===== src/rtl/sid_phase_sched.sv =====
// sid_phase_sched: divides the fast system clock into SID cycles.
// It emits one-cycle PHI1 / PHI2 / PHI2_PHI1 strobes and the phi2 level.
// It holds the datapath reset `res` for a fixed number of SID cycles.
// It buffers one host register write and commits it only on a PHI2 strobe.
module sid_phase_sched #(
   parameter int CLK_DIV    = 8,
   parameter int RES_CYCLES = 2
) (
   input  logic       clk,
   input  logic       res_n,
   output logic [2:0] phase,
   output logic       phi2,
   output logic       res,
   input  logic       wr_req,
   input  logic [4:0] wr_addr,
   input  logic [7:0] wr_data,
   output logic       wr_ack,
   output logic       reg_we,
   output logic [4:0] reg_addr,
   output logic [7:0] reg_data
);

   localparam int CNT_W  = $clog2(CLK_DIV);
   localparam int RCNT_W = (RES_CYCLES > 1) ? $clog2(RES_CYCLES) : 1;

   localparam logic [CNT_W-1:0]  CNT_PHI1 = '0;
   localparam logic [CNT_W-1:0]  CNT_PHI2 = CNT_W'(CLK_DIV / 2);
   localparam logic [CNT_W-1:0]  CNT_LAST = CNT_W'(CLK_DIV - 1);
   localparam logic [RCNT_W-1:0] RES_LAST = RCNT_W'(RES_CYCLES - 1);

   // Reject parameter values the phase decode cannot represent.
   generate
      if ((CLK_DIV < 4) || ((CLK_DIV % 2) != 0)) begin : g_bad_clk_div
         $error("sid_phase_sched: CLK_DIV must be even and >= 4");
      end
      if (RES_CYCLES < 1) begin : g_bad_res_cycles
         $error("sid_phase_sched: RES_CYCLES must be >= 1");
      end
   endgenerate

   // Phase generator state.
   logic             run;
   logic [CNT_W-1:0] cnt;

   // Reset sequencer state.
   logic [RCNT_W-1:0] res_cnt;

   // One-entry write buffer.
   logic       buf_valid;
   logic [4:0] buf_addr;
   logic [7:0] buf_data;

   // Decoded strobes and handshake decisions.
   logic phi1_hit;
   logic phi2_hit;
   logic last_hit;
   logic accept;
   logic commit;

   // Decode strobes from registered state only, so no input reaches an output combinationally.
   always_comb begin
      phi1_hit = run && (cnt == CNT_PHI1);
      phi2_hit = run && (cnt == CNT_PHI2);
      last_hit = run && (cnt == CNT_LAST);
      // The wr_ack term stops a held request from being taken twice.
      accept   = wr_req && !buf_valid && !wr_ack;
      commit   = phi2_hit && buf_valid;
   end

   assign phase = {last_hit, phi2_hit, phi1_hit};
   assign phi2  = run && (cnt >= CNT_PHI2);

   // Phase counter: run is set on the first edge after release; cnt advances only once running.
   always_ff @(posedge clk or negedge res_n) begin
      if (!res_n) begin
         run <= 1'b0;
         cnt <= '0;
      end else begin
         run <= 1'b1;
         if (run) begin
            if (cnt == CNT_LAST) begin
               cnt <= '0;
            end else begin
               cnt <= cnt + 1'b1;
            end
         end
      end
   end

   // Reset sequencer: count PHI2_PHI1 strobes and drop res on the last one.
   // res therefore first reads 0 in the following PHI1 cycle.
   always_ff @(posedge clk or negedge res_n) begin
      if (!res_n) begin
         res     <= 1'b1;
         res_cnt <= '0;
      end else if (res && last_hit) begin
         if (res_cnt == RES_LAST) begin
            res <= 1'b0;
         end else begin
            res_cnt <= res_cnt + 1'b1;
         end
      end
   end

   // Write buffer: acknowledge accepted requests and free the entry on commit.
   // Writes accepted while res is high are acknowledged but dropped.
   always_ff @(posedge clk or negedge res_n) begin
      if (!res_n) begin
         wr_ack    <= 1'b0;
         buf_valid <= 1'b0;
         buf_addr  <= '0;
         buf_data  <= '0;
      end else begin
         wr_ack <= accept;
         if (commit) begin
            buf_valid <= 1'b0;
         end else if (accept && !res) begin
            buf_valid <= 1'b1;
            buf_addr  <= wr_addr;
            buf_data  <= wr_data;
         end
      end
   end

   // Commit port: pulse reg_we on a PHI2 strobe; addr and data hold between commits.
   always_ff @(posedge clk or negedge res_n) begin
      if (!res_n) begin
         reg_we   <= 1'b0;
         reg_addr <= '0;
         reg_data <= '0;
      end else begin
         reg_we <= commit;
         if (commit) begin
            reg_addr <= buf_addr;
            reg_data <= buf_data;
         end
      end
   end

endmodule


===== config.mk =====
export PLATFORM = sky130hd
export DESIGN_NAME = sid_phase_sched
export DESIGN_NICKNAME = d
export VERILOG_FILES = /design/src/rtl/sid_phase_sched.sv
export SDC_FILE = /design/constraint.sdc
export NUM_CORES = 1
export LEC_CHECK = 0
export ABC_AREA = 0
export CORE_MARGIN = 2
export CORE_UTILIZATION = 45
export DETAILED_ROUTE_END_ITERATION = 8
export PLACE_DENSITY = 0.75
export SYNTH_ARGS = -nofsm -noshare
export SYNTH_HDL_FRONTEND = slang
export SYNTH_SLANG_ARGS = --single-unit
export TNS_END_PERCENT = 20

===== constraint.sdc =====
create_clock -name clk -period 2.1 [get_ports clk]
set_input_delay 0.525 -clock clk [delete_from_list [all_inputs] [get_ports clk]]
set_output_delay 0.525 -clock clk [all_outputs]
set_load 0.01 [all_outputs]

Figure 1. Metal 1 (run 1).
Scale bar: 20 um. Supply wires on this layer in gray.
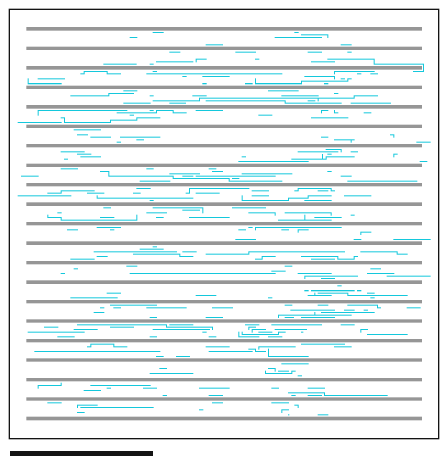
share of all routed wire: 45%
wire length on this layer: 1030 um
longest straight run: 21.6 um
total number of vias: 819
GR Util met1: 18.9%
final wirelength: 2310 um

Figure 2. The metal 2 layer (run 1).
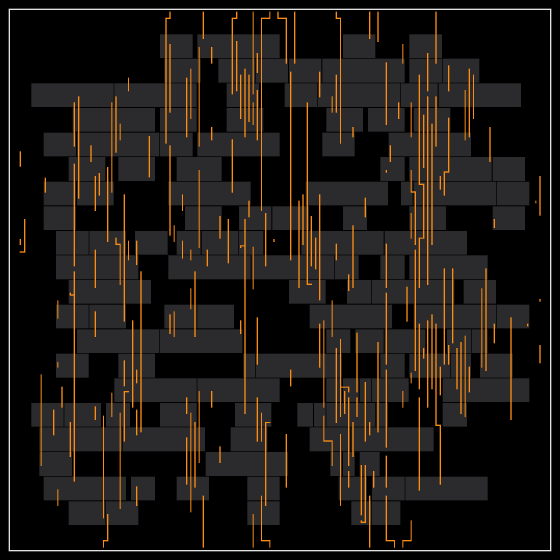
main direction: vertical
wire length on this layer: 1100 um
nets with wire on the layer: 133
longest straight run: 23.1 um
grt met2 use: 22.7%

Figure 3. The metal 3 layer (run 1).
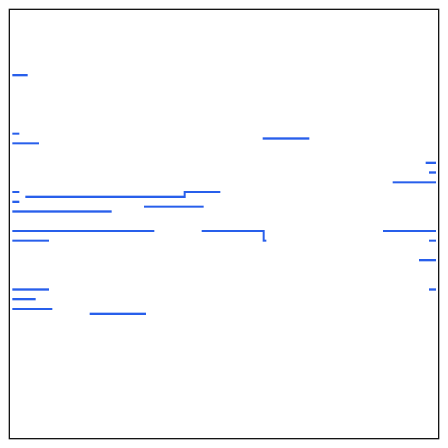
main direction: horizontal
nets with wire on the layer: 19

==> results.cfg, run 1 <==
; yosys + openroad results
[synthesis]
synth.mux.area_fraction_pct = 21.7
yosysWarningCount = 0
simple_gate_area_share_pct = 5.90
synthArstFlopShare_pct = 100
adder_share_pct = 2.68
logic_family = multiplexers

[setup_path]
reg2reg_slack_ps = 500
cp.depth = 2
critPathTopFamily = buffers and inverters
path_buffers = 1
crit_chain = and2_1, clkdlybuf4s50_1
startpoint = cnt[2]$_DFFE_PN0P_
worst-setup-path-type = register to primary output

[run_status]
status = complete, no violations

[finish]
seq_share_pct = 48.2
sh_comb_area_pct = 25.4
nonClkBufAreaFrac_pct = 20.5
seq_area_sq_um = 878
final_layout_size_suffix_gt1_share_pct = 34.6
finalNetCount = 149
stdcell_area_sq_mm = 0.00182

[power_and_ir_drop]
seq_power_w = 0.00114
seq_power_share_pct = 47.9
power_w = 0.00238

[drt]
wl_met2_um = 1100
wl_met3_um = 136
dr.pass1.iters = 4

[global_route]
grt_pass1_vias = 825
grt-ovfl-total = 0

[timing]
finalClockPeriodUsage_pct = 94.5
timing.final.max_slew_violations = 0
timing.hold.ws_ps = 440
fmax_ghz = 0.504

[cts]
holdBufCountCts = 0
cts.sinks = 35

[hold_path]
hold_path_depth = 1
min_from = res_cnt$_DFFE_PN0P_

[placed_design]
gp_congestion = 0.653
place.port_buffers = 35

[flow_run]
maxCapViolCount = 0
Figure 4. Signal metal coverage by tile (run 1).
The die is cut into 12 by 12 equal tiles; dark blue is low, red is high, scaled to the fullest tile. Values are wire area over tile area, all layers added.
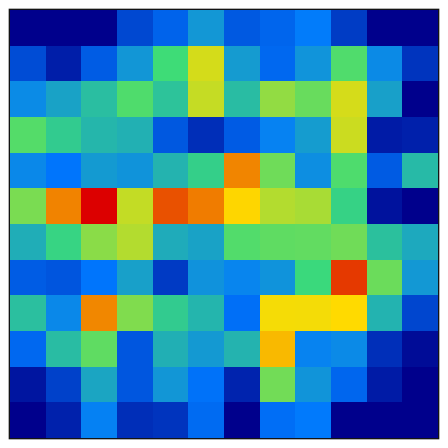

--- run 2 (diff from run 1) ---
- GPL_TIMING_DRIVEN: default -> 0
- clock period: 2.1 -> 2.35 ns (I/O delays scaled with it)
Figure 5. Signal metal coverage by tile (run 2).
The die is cut into 12 by 12 equal tiles; dark blue is low, red is high, scaled to the fullest tile. Values are wire area over tile area, all layers added.
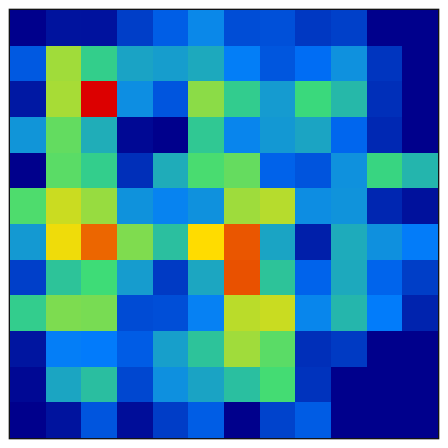
tiles over half the peak: 19%
nearly empty tiles: 14%
mean over tiles: 0.10
emptiest ninth of the die: lower right
GRT Total Usage: 14.8%
total number of vias: 844
final wirelength: 2220 um
DR WL/cell: 13.3 um

==> run 2 against run 1 <==
Compared with the run above:
- synthesized area did not move
- critical path depth rose by 3
- clock skew rose by 5.9 ps
- combinational power fell by 8.7%
- core utilization is 0.29 points higher
- final area is 0.48% higher
- sequential share of layout area decreased by 0.30 points
- setup slack worse by 37 ps
- synthesized cell count unchanged
- global-route usage down 0.34 points
- total power is 11% lower
- die area unchanged
==> results.cfg, run 2 <==
; yosys + openroad results
[drt]
wl_met3_um = 121
dr.pass1.iters = 3
wl_met2_um = 1140

[finish]
nonClkBufAreaFrac_pct = 21.2
seq_share_pct = 47.9
n_antenna_cell = 0
sh_comb_area_pct = 25.3
stdcell_area_sq_mm = 0.00183

[timing]
fmax_ghz = 0.440
finalClockPeriodUsage_pct = 96.7
timing.final.max_slew_violations = 0
finalHoldViolations = 0
timing.hold.ws_ps = 313

[synthesis]
synthArstFlopShare_pct = 100
yosys_cells = 90
synth_flops = 35
adder_share_pct = 2.68
yosysWarningCount = 0
simple_gate_area_share_pct = 5.90
logic_family = multiplexers
synth.mux.area_fraction_pct = 21.7

[power_and_ir_drop]
seq_power_w = 0.00101
top_power_group = registers
power_w = 0.00212
seq_power_share_pct = 47.9

[run_status]
status = complete, no violations

[placed_design]
gp_congestion = 0.630
place.port_buffers = 35

[setup_path]
crit_chain = ha_1, ha_1, and2_1, buf_4, dlygate4sd2_1
reg2reg_slack_ps = 720
path_buffers = 2
worst-setup-path-type = register to primary output
startpoint = cnt[0]$_DFFE_PN0P_
end_kind = primary output
cp.depth = 5
critPathTopFamily = flip-flops

[global_route]
grt-ovfl-total = 0
grt_pass1_vias = 830
grt_pass1_wl_um = 3700
met1_usage_pct = 16.3

[cts]
cts.sinks = 35
cts_buffer_depth = 2
cts_tree = done

[flow_run]
maxCapViolCount = 0
Figure 6. Routing congestion (run 2).
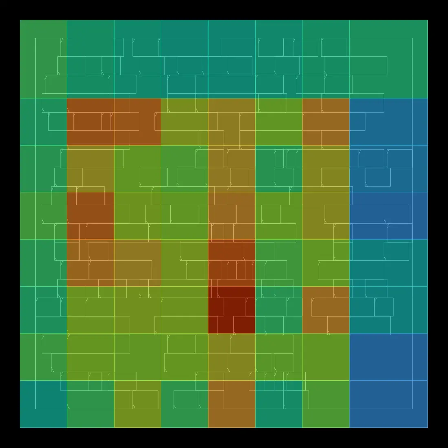
grt met2 use: 23.9%
GRT Max-Usage Layer: met2
Post-Route Utilization: 61.0%

No activity file was given, so power comes from the tool's default toggle rates.
